==> src/rtl/cntr_capture.sv <==
// cntr_capture: timestamp capture stage fed by a free-running counter.
// A rising edge on the asynchronous evt_i records the current counter
// value into a small first-word-fall-through FIFO. Consumers drain the
// FIFO through a valid/ready handshake. A sticky flag reports events lost
// because the FIFO was full.
`timescale 1ns/1ps

module cntr_capture #(
   parameter int COUNTER_WIDTH = 8,
   parameter int FIFO_DEPTH    = 4
) (
   input  logic                         clk,
   input  logic                         rst,
   input  logic [COUNTER_WIDTH-1:0]     cntr_i,
   input  logic                         evt_i,
   input  logic                         cap_en_i,
   output logic [COUNTER_WIDTH-1:0]     cap_data_o,
   output logic                         cap_valid_o,
   input  logic                         cap_ready_i,
   output logic                         ovf_o,
   input  logic                         ovf_clr_i,
   output logic [$clog2(FIFO_DEPTH):0]  level_o
);

   // Address width indexes the storage; pointer width adds one wrap bit
   // so that full and empty can be told apart when the addresses match.
   localparam int AW = $clog2(FIFO_DEPTH);
   localparam int PW = AW + 1;

   // Depth must be a power of two so the pointers can wrap naturally.
   if ((FIFO_DEPTH < 2) || ((FIFO_DEPTH & (FIFO_DEPTH - 1)) != 0)) begin : g_bad_depth
      $error("cntr_capture: FIFO_DEPTH must be a power of 2 and at least 2");
   end

   // ------------------------------------------------------------------
   // Event synchronizer and edge detector
   // ------------------------------------------------------------------
   logic r_s1;
   logic r_s2;
   logic r_s3;
   logic w_evt_rise;

   // Two-flop synchronizer followed by a history flop for edge detection.
   always_ff @(posedge clk or posedge rst) begin
      if (rst) begin
         r_s1 <= 1'b0;
         r_s2 <= 1'b0;
         r_s3 <= 1'b0;
      end else begin
         // NOTE: non-blocking assignments shift the chain one stage per edge;
         // blocking ones would collapse s1/s2/s3 into a single flop.
         r_s1 <= evt_i;
         r_s2 <= r_s1;
         r_s3 <= r_s2;
      end
   end

   assign w_evt_rise = r_s2 & ~r_s3;

   // ------------------------------------------------------------------
   // FIFO pointers and status
   // ------------------------------------------------------------------
   logic [PW-1:0]            r_wr_ptr;
   logic [PW-1:0]            r_rd_ptr;
   logic [COUNTER_WIDTH-1:0] r_mem [FIFO_DEPTH];
   logic                     r_ovf;

   logic w_empty;
   logic w_full;
   logic w_push_req;
   logic w_pop;
   logic w_push;
   logic w_drop;

   assign w_empty = (r_wr_ptr == r_rd_ptr);
   assign w_full  = (r_wr_ptr[AW] != r_rd_ptr[AW]) &&
                    (r_wr_ptr[AW-1:0] == r_rd_ptr[AW-1:0]);

   // Decode this cycle's push, pop and drop from the handshake and status.
   always_comb begin
      // NOTE: every signal gets a default first so no path leaves one
      // unassigned, which would otherwise infer a latch.
      w_push_req = 1'b0;
      w_pop      = 1'b0;
      w_push     = 1'b0;
      w_drop     = 1'b0;

      w_push_req = w_evt_rise & cap_en_i;
      w_pop      = ~w_empty & cap_ready_i;
      // A full FIFO still accepts a push when the head leaves in the same
      // cycle; the freed slot is exactly the one being written.
      if (w_push_req) begin
         if (!w_full || w_pop) begin
            w_push = 1'b1;
         end else begin
            w_drop = 1'b1;
         end
      end
   end

   // Advance the write and read pointers on accepted push and pop.
   always_ff @(posedge clk or posedge rst) begin
      if (rst) begin
         r_wr_ptr <= '0;
         r_rd_ptr <= '0;
      end else begin
         if (w_push) begin
            r_wr_ptr <= r_wr_ptr + PW'(1);
         end
         if (w_pop) begin
            r_rd_ptr <= r_rd_ptr + PW'(1);
         end
      end
   end

   // Capture storage: write the counter value seen at the write edge.
   always_ff @(posedge clk or posedge rst) begin
      if (rst) begin
         // NOTE: storage is cleared on reset so the fall-through head reads
         // 0 rather than X while empty; it is small enough to afford it.
         for (int i = 0; i < FIFO_DEPTH; i++) begin
            r_mem[i] <= '0;
         end
      end else if (w_push) begin
         r_mem[r_wr_ptr[AW-1:0]] <= cntr_i;
      end
   end

   // Sticky overflow: a drop sets it and wins over a simultaneous clear.
   always_ff @(posedge clk or posedge rst) begin
      if (rst) begin
         r_ovf <= 1'b0;
      end else if (w_drop) begin
         r_ovf <= 1'b1;
      end else if (ovf_clr_i) begin
         r_ovf <= 1'b0;
      end
   end

   // ------------------------------------------------------------------
   // Outputs
   // ------------------------------------------------------------------
   assign cap_data_o  = r_mem[r_rd_ptr[AW-1:0]];
   assign cap_valid_o = ~w_empty;
   assign ovf_o       = r_ovf;
   assign level_o     = r_wr_ptr - r_rd_ptr;

endmodule
==> config.mk <==
export PLATFORM = sky130hd
export DESIGN_NAME = cntr_capture
export DESIGN_NICKNAME = d
export VERILOG_FILES = /design/src/rtl/cntr_capture.sv
export SDC_FILE = /design/constraint.sdc
export NUM_CORES = 1
export LEC_CHECK = 0
export CAP_MARGIN = 15
export CORE_UTILIZATION = 52
export CTS_BUF_LIST = sky130_fd_sc_hd__clkbuf_4 sky130_fd_sc_hd__clkbuf_8 sky130_fd_sc_hd__clkbuf_16
export DETAILED_ROUTE_END_ITERATION = 12
export GPL_TIMING_DRIVEN = 0
export PLACE_DENSITY = 0.76
export SLEW_MARGIN = 15
export SYNTH_ARGS = -nofsm -noshare
export SYNTH_HDL_FRONTEND = slang
export SYNTH_SLANG_ARGS = --single-unit
==> constraint.sdc <==
create_clock -name clk -period 2.7 [get_ports clk]
set_clock_uncertainty 0.2 [all_clocks]
set_input_delay 0.675 -clock clk [delete_from_list [all_inputs] [get_ports clk]]
set_output_delay 0.675 -clock clk [all_outputs]
set_load 0.02 [all_outputs]
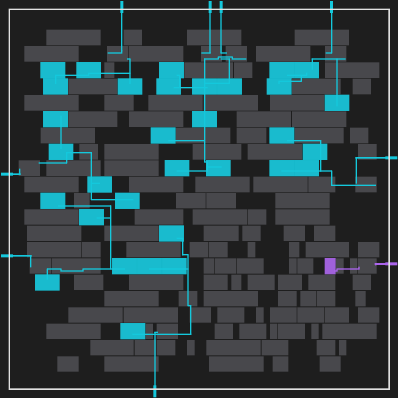
Fig. 1. Port wiring (run 1).
(6 px per micron)
| port | colour | bits | direction | end cells | buffers | wire |
|---|---|---|---|---|---|---|
| cap_valid_o | purple | 1 | output | 1 | 1 | 6.70 microns |
| cntr_i | cyan | 8 | input | 32 | 8 | 291 microns |

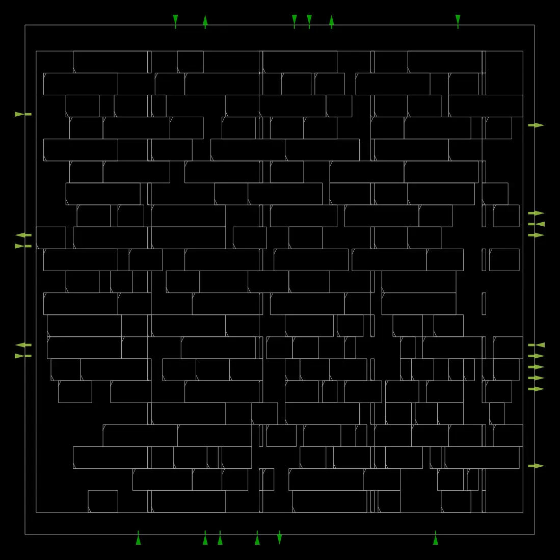
Fig. 2. Placed standard cells (run 1).
Non-Filler Instances: 205
sequential share of cell area: 44.40%
core area: 3442 sq um
number of fill cells: 262
registers: 42

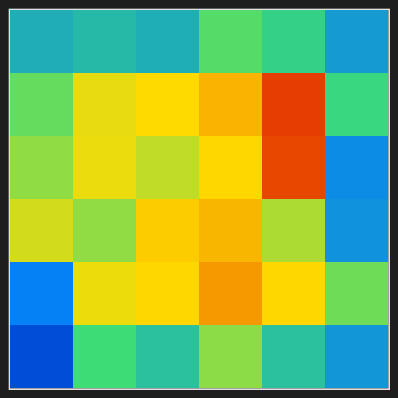
Fig. 3. Cell area per tile (run 1).
(6 px per micron) 6 x 6 tiles, from dark blue (low) to red (high), 0 to 100% covered.
fullest tile: 93%
emptiest ninth of the die: lower left
mean over tiles: 58%
densest ninth of the die: centre
tiles over 75% full: 28%

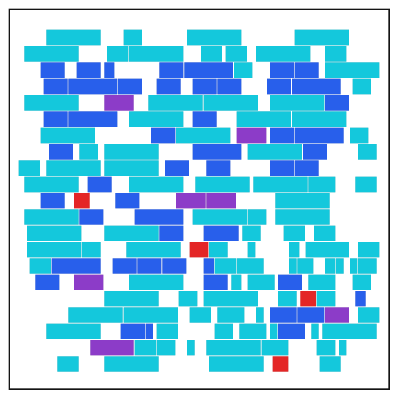
Fig. 4. Sizing map (run 1).
(6 px per micron)
| size | colour | cells |
|---|---|---|
| x2 | blue | 50 |
| x1 and smaller | cyan | 98 |
| x6 and larger | purple | 7 |
| x3 and x4 | red | 4 |

==> results.toml, run 1 <==
# generated from flow reports
[power]
p_switching_uw = 1087
leakage_uw = 0.001105
seq_power_share_pct = 36.3
p_seq_uw = 1060
p_comb_share_pct = 49.9
powerDensity_nw_per_um2 = 1239
powerComb_uw = 1460
p_int_uw = 1846

[floorplan]
ioPinCount = 27
die_y_microns = 63.07
die_w_microns = 63.07
row_count = 21

[synth]
asyncSetResetFlopFracSynth_pct = 100.0
fp_nets = 145
yosysChipArea_sq_um = 1939
yosys.area_share.simple_pct = 1.484
synth_top_area_share_pct = 54.19
ys_warn_count = 0
fa_ha_area_share_pct = 5.548
ys_top_cells_by_count = "dfrtp_1 (42), mux2_2 (34), mux4_2 (8), ha_1 (7), inv_1 (7)"
top_logic_kind = "multiplexers"
avgSynthCellArea_sq_um = 15.77
yosys_most_used_dff = "dfrtp_1"
ys_sh_xor_pct = 3.548
area_leaders = "dfrtp_1 (54%), mux2_2 (20%), mux4_2 (9.3%)"
synthMuxAreaShare_pct = 29.03
post-synth-top-count-cell = "dfrtp_1"

[final_timing]
slew_headroom_pct = 59.47
setup_viol = 0
min_period_ps = 2637
fmax_mhz = 379.2
hold_slack_ps = 154.4
setup_tns_ps = 0
layout_setup_ws_ps = 63.01
tightest_slew_ps = 606.2

[finish]
final_cell_area_sq_um = 2367
num_antenna_cells = 0
layout.cells.most_common = "dfrtp_1"
top_register = "r_mem"
final_util_pct = 68.77
layout-drive-gt1-share_pct = 38.36

[routing]
wl_mm = 3.407
post_drt_wl_per_cell_microns = 16.62
drt-initial-drc-count = 55
drc = 0

[hold_path]
hp-start = "r_s1$_DFF_PP0_"
whs_endpoint = "r_s2$_DFF_PP0_"
worst_hold_path_type = "reg2reg"
hold_path_depth = 0

[critical_path]
endpoint = "cap_data_o[6]"
crit_fanout = 9
cp-end-kind = "output port"
cp_data_required_time_ps = 1820
regToRegEndpoint = "r_mem[19]$_DFFE_PP0P_"
critPathLaunchType = "register"
critPathLaunch = "r_rd_ptr[0]$_DFFE_PP0P_"
arrival_ps = 1760

[placed_design]
dp.cells = 196
dp_hpwl_mm = 2.320
port_buffers = 26
gp_congestion = 0.7338

[global_routing]
grt_pass1_vias = 1196
grt_max_degree = 40
grt_antenna_before_repair = 0
grt_pass1_wl_mm = 5.699

[cts]
cts_buffer_depth = 2
cts-root-buf = "clkbuf_8"
clock-sinks = 42
clkTransAtPathRegs_ps = 80
hold_buffers = 0
post_cts_buffers = 1
cts_tree = "built"

[outcome]
status = "complete, no violations"
[run 1: area by class of cell]
class / instances / area [sq um]
tap: 46 / 57.56
multi-input combinational: 70 / 844.6
clock buffer: 6 / 76.32
fill: 262 / 1075
inverter: 7 / 26.28
buffer: 4 / 27.53
clock inverter: 2 / 13.76
timing repair buffer: 28 / 270.3
sequential: 42 / 1051
[run 1: worst max-delay path, stage by stage, from the launching register on]
cell,delay [ps]
dfrtp_1,400
buf_6,200
mux4_2,530
dlygate4sd2_1,330
[run 1: per-layer routing]
layer / GRT usage [%] / vias to the layer above / part of all wire [%]
met2: 33.06 / 21 / 50
met3: 6.341 / 5 / 4.5
met4: 6.105 / 0 / 1.2
met1: 24.57 / 560 / 45
li1: - / 515 / -
met5: 0 / - / 0
==> inputs of run 2 (changes only) <==
PLACE_DENSITY = not set   (was 0.76)
PLACE_DENSITY_LB_ADDON = 0.3   (was not set)
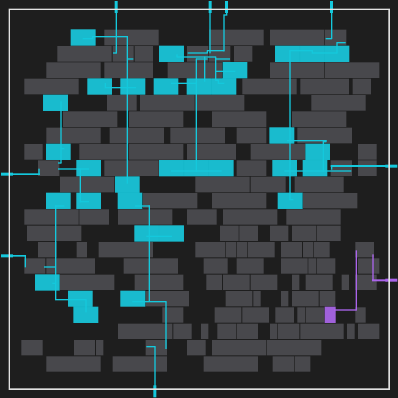
Fig. 5. Port wiring (run 2).
(6 px per micron)
| port | colour | bits | direction | end cells | buffers | wire |
|---|---|---|---|---|---|---|
| cap_valid_o | purple | 1 | output | 1 | 1 | 20.0 microns |
| cntr_i | cyan | 8 | input | 32 | 8 | 299 microns |

==> results.toml, run 2 <==
# generated from flow reports
[finish]
comb_area_share_pct = 35.58
design.seq.count = 42
logic_area_sq_um = 844.6
n_all_buffers = 32
inv_count = 7
fillers = 266
buf_share_pct = 12.60
area_dominant_class = "flip-flops and latches"
layout.cells.most_common = "dfrtp_1"
seq_area_sq_um = 1051
fin_cells = 205
top_register = "r_mem"
clk_share_pct = 4.006
layout-drive-gt1-share_pct = 38.36
sh_seq_area_pct = 44.28
num_antenna_cells = 0

[synth]
ys_sh_xor_pct = 3.548
fa_ha_area_share_pct = 5.548
synth_top_area_share_pct = 54.19
avgSynthCellArea_sq_um = 15.77
ys_warn_count = 0
area_leaders = "dfrtp_1 (54%), mux2_2 (20%), mux4_2 (9.3%)"
top_logic_kind = "multiplexers"
synthMuxAreaShare_pct = 29.03
ys_top_cells_by_count = "dfrtp_1 (42), mux2_2 (34), mux4_2 (8), ha_1 (7), inv_1 (7)"
yosys.area_share.simple_pct = 1.484
yosysChipArea_sq_um = 1939

[outcome]
status = "complete, no violations"

[routing]
highest_layer = "met4"
post_drt_wl_per_cell_microns = 16.45
wl_mm = 3.372
wl_met2_mm = 1.726
drc = 0

[cts]
cts-root-buf = "clkbuf_8"
clkTransAtPathRegs_ps = 80
cts_buffer_depth = 2
post_cts_buffers = 1
hold_buffers = 0
cts_tree = "built"
clock-sinks = 42

[final_timing]
min_period_ps = 2629
slew_headroom_pct = 61.22
layout_setup_ws_ps = 71.35
setup_tns_ps = 0
hold_slack_ps = 155.0
setup_viol = 0

[critical_path]
critPathLaunchType = "register"
cp_cell_sequence = "buf_6 -> mux4_2 -> dlygate4sd2_1"
crit_buf_inv = 2
slowest_stage = "mux4_2"
cp-end-kind = "output port"
crit_fanout = 9
slowest_delay_ps = 530

[power]
seq_power_share_pct = 36.4
powerDensity_nw_per_um2 = 1243

[hold_path]
worst_hold_path_type = "reg2reg"

[global_routing]
grt_max_degree = 37
grt-busiest-layer = "met2"
grtUsageMet2_pct = 33.20
grt_pass1_wl_mm = 5.761
use_met3_pct = 5.616
met1_usage_pct = 25.47

[floorplan]
coreArea_sq_um = 3442
ioPinCount = 27
die_w_microns = 63.07
row_count = 21
nWellTaps = 46

[placed_design]
dp_hpwl_mm = 2.379
port_buffers = 26
dp.cells = 196
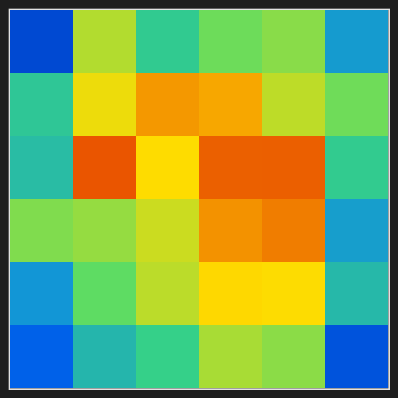
Fig. 6. Cell area per tile (run 2).
(6 px per micron) 6 x 6 tiles, from dark blue (low) to red (high), 0 to 100% covered.
final core utilization: 68.96%
Pre-Place Util: 56.34%

-- run 2: cell counts after synthesis --
No cell type changed its count.
-- run 2: final timing paths --
path | start | endpoint | slack, ps | cells past startpoint
worst max register to register | r_rd_ptr[1]$_DFFE_PP0P_ | r_mem[15]$_DFFE_PP0P_ | 180 | 6
worst min-delay path | r_s1$_DFF_PP0_ | r_s2$_DFF_PP0_ | 160 | 0
min in group asynchronous | rst | r_s3$_DFF_PP0_ | 390 | 2
worst max-delay path | r_rd_ptr[0]$_DFFE_PP0P_ | cap_data_o[2] | 70 | 3
worst min register to register | r_s1$_DFF_PP0_ | r_s2$_DFF_PP0_ | 160 | 0
max in group asynchronous | rst | r_wr_ptr[2]$_DFFE_PP0P_ | 1490 | 3
==> inputs of run 3 (changes only) <==
CAP_MARGIN = not set   (was 15)
clock period = 3.1 ns   (was 2.7 ns; I/O delays follow)
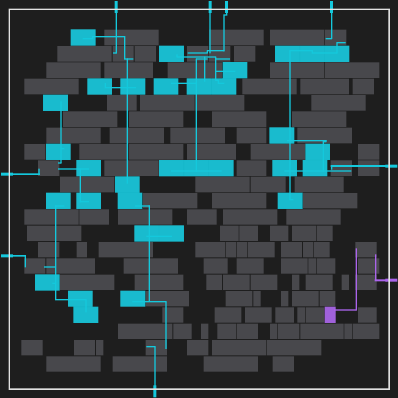
Fig. 7. Port wiring (run 3).
(6 px per micron)
| port | colour | bits | direction | end cells | buffers | wire |
|---|---|---|---|---|---|---|
| cap_valid_o | purple | 1 | output | 1 | 1 | 19.9 microns |
| cntr_i | cyan | 8 | input | 32 | 8 | 299 microns |
io pins: 27
# port buffers: 26

==> results.toml, run 3 <==
# generated from flow reports
[outcome]
status = "complete, no violations"

[synth]
area_leaders = "dfrtp_1 (54%), mux2_2 (20%), mux4_2 (9.3%)"
ys_seq_elements = 42
synth_top_area_share_pct = 54.19
synthDistinctLibCells = 21
top_logic_kind = "multiplexers"
yosys_cells = 123
synthMuxAreaShare_pct = 29.03
yosys_most_used_dff = "dfrtp_1"
syn_area_sq_um = 1939
aoi_share_pct = 3.935
asyncSetResetFlopFracSynth_pct = 100.0
edf_count = 0
post-synth-top-count-cell = "dfrtp_1"
yosys.area_share.simple_pct = 1.484
avgSynthCellArea_sq_um = 15.77
yosysTopAreaCell = "dfrtp_1"
ys_sh_xor_pct = 3.548
fp_nets = 145
yosysChipArea_sq_um = 1939
fa_ha_area_share_pct = 5.548
ys_seq_share_pct = 54.19
synthCells = 123
ys_warn_count = 0
ys_top_cells_by_count = "dfrtp_1 (42), mux2_2 (34), mux4_2 (8), ha_1 (7), inv_1 (7)"

[critical_path]
crit_family = "buffers and inverters"
cp-end-kind = "output port"
critPathLaunchType = "register"
slowest_stage = "clkdlybuf4s50_1"
crit_buf_inv = 3
slowest_delay_ps = 600
reg2reg_from = "r_rd_ptr[1]$_DFFE_PP0P_"
reg2reg_slack_ps = 540
cp_num_cells = 5
regToRegEndpoint = "r_mem[15]$_DFFE_PP0P_"
endpoint = "cap_valid_o"
cp_data_required_time_ps = 2120
arrival_ps = 2020
critPathLaunch = "r_rd_ptr[1]$_DFFE_PP0P_"
cp_cell_sequence = "clkbuf_4 -> inv_1 -> ha_1 -> nand3_1 -> clkdlybuf4s50_1"
path_class = "reg2out"
reg2reg_depth = 6
crit_fanout = 10

[global_routing]
grt_antenna_before_repair = 0
overflow = 0
grt_max_degree = 37
grt-busiest-layer = "met2"
grt_pass1_wl_mm = 5.720
use_met3_pct = 5.616
grt_pass1_vias = 1170
gr-usage-all-layers_pct = 19.74
grtUsageMet2_pct = 32.93

[power]
seq_power_share_pct = 35.5
power.total_uw = 2643
powerComb_uw = 1350
leakage_uw = 0.001089
p_switching_uw = 946.1
clkPwrFrac_pct = 13.6
switching_share_pct = 35.79
powerClk_uw = 360
ir_drop_uv = 502.4
p_int_uw = 1697
maxPowerGroup = "combinational logic"
p_comb_share_pct = 50.9
p_seq_uw = 938
powerDensity_nw_per_um2 = 1111

[routing]
via_per_inst = 5.348
wl_met1_mm = 1.480
dr_wl_met3_microns = 97
wl_met2_mm = 1.733
drt-initial-drc-count = 46
drc = 0
dr.pass1.iters = 3
highest_layer = "met4"
post_drt_wl_per_cell_microns = 16.36
postRouteAntennaNets = 0

[final_timing]
setup_tns_ps = 0
grt_setup_unrepaired = "false"
timing.final.crit_share_pct = 96.58
slew_headroom_pct = 61.02
hold_viol = 0
tightest_slew_ps = 583.0
drv_slew = 0
setup_viol = 0
fmax_mhz = 334.0
min_period_ps = 2994
hold_slack_ps = 155.0
layout_setup_ws_ps = 106.1

[finish]
final_util_pct = 69.14
largest_reg_flops = 32
num_antenna_cells = 0
fin_cells = 204
final_cell_area_sq_um = 2380
top_register = "r_mem"
largestRegisters = "r_mem (32), r_rd_ptr (3), r_wr_ptr (3)"
layout.cells.most_common = "dfrtp_1"
nets = 179
syn_to_final_growth_pct = 22.71
layout-drive-gt1-share_pct = 37.34
mostFrequentLayoutCells = "dfrtp_1 (42), mux2_2 (34), clkdlybuf4s50_1 (24), mux4_2 (8), ha_1 (7)"

[cts]
clock-sinks = 42
cts_tree = "built"
numCtsBuffers = 5
cts-root-buf = "clkbuf_8"
clkTransAtPathRegs_ps = 80
cts_buffer_depth = 2
insertion_delay_ps = 290
htreeDepth = 2
post_cts_buffers = 0

[floorplan]
die_w_microns = 63.07
die_area_sq_um = 3978
die_y_microns = 63.07
core_util_floorplan_pct = 56.34
row_count = 21
coreArea_sq_um = 3442

[job]
warnings = 30
max-cap-violations = 0

[placed_design]
dp.cells = 196
gp_congestion = 0.7389
post-place-ws_ps = 106.0
dp_hpwl_mm = 2.379
post_dp_cell_area_sq_um = 2277

[hold_path]
hold_path_depth = 0
hp-start = "r_s1$_DFF_PP0_"
worst_hold_path_type = "reg2reg"
whs_endpoint = "r_s2$_DFF_PP0_"
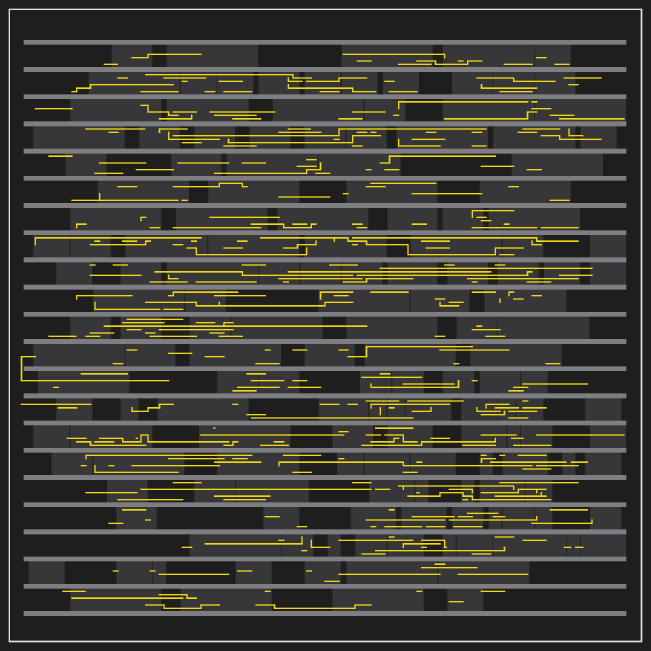
Fig. 8. Metal 1 (run 3).
(10 px per micron) Supply wires on this layer in grey.
main direction: horizontal
longest straight run: 26.2 microns
share of all routed wire: 44%
wire length on this layer: 1480 microns
nets with wire on the layer: 154
WL final: 3.337 mm
GR Layer Usage met1: 25.22%
via count: 1091

## run 3: final cells by class
class / instances / area [sq um]
fill: 261 / 1062
sequential: 42 / 1051
multi-input combinational: 70 / 844.6
timing repair buffer: 27 / 281.5
clock buffer: 6 / 82.58
tap: 46 / 57.56
inverter: 7 / 26.28
buffer: 4 / 23.77
clock inverter: 2 / 12.51
## run 3: repair_timing
action / in CTS / in global routing
gates resized: 3 / 3
hold buffers: 0 / 0
endpoints found under the setup margin: 10 / 2
pin swaps: 0 / 0
endpoints found under the hold margin: 0 / 0
## run 3: worst register-to-register path: cells and delay by family, from the launching register on
| family | cells | cell delay [ps] |
|---|---|---|
| compound gates | 1 | 560 |
| mux | 1 | 410 |
| flops | 1 | 400 |
| simple gates | 1 | 240 |
| buf+inv | 2 | 320 |
| fa+ha+maj | 1 | 320 |
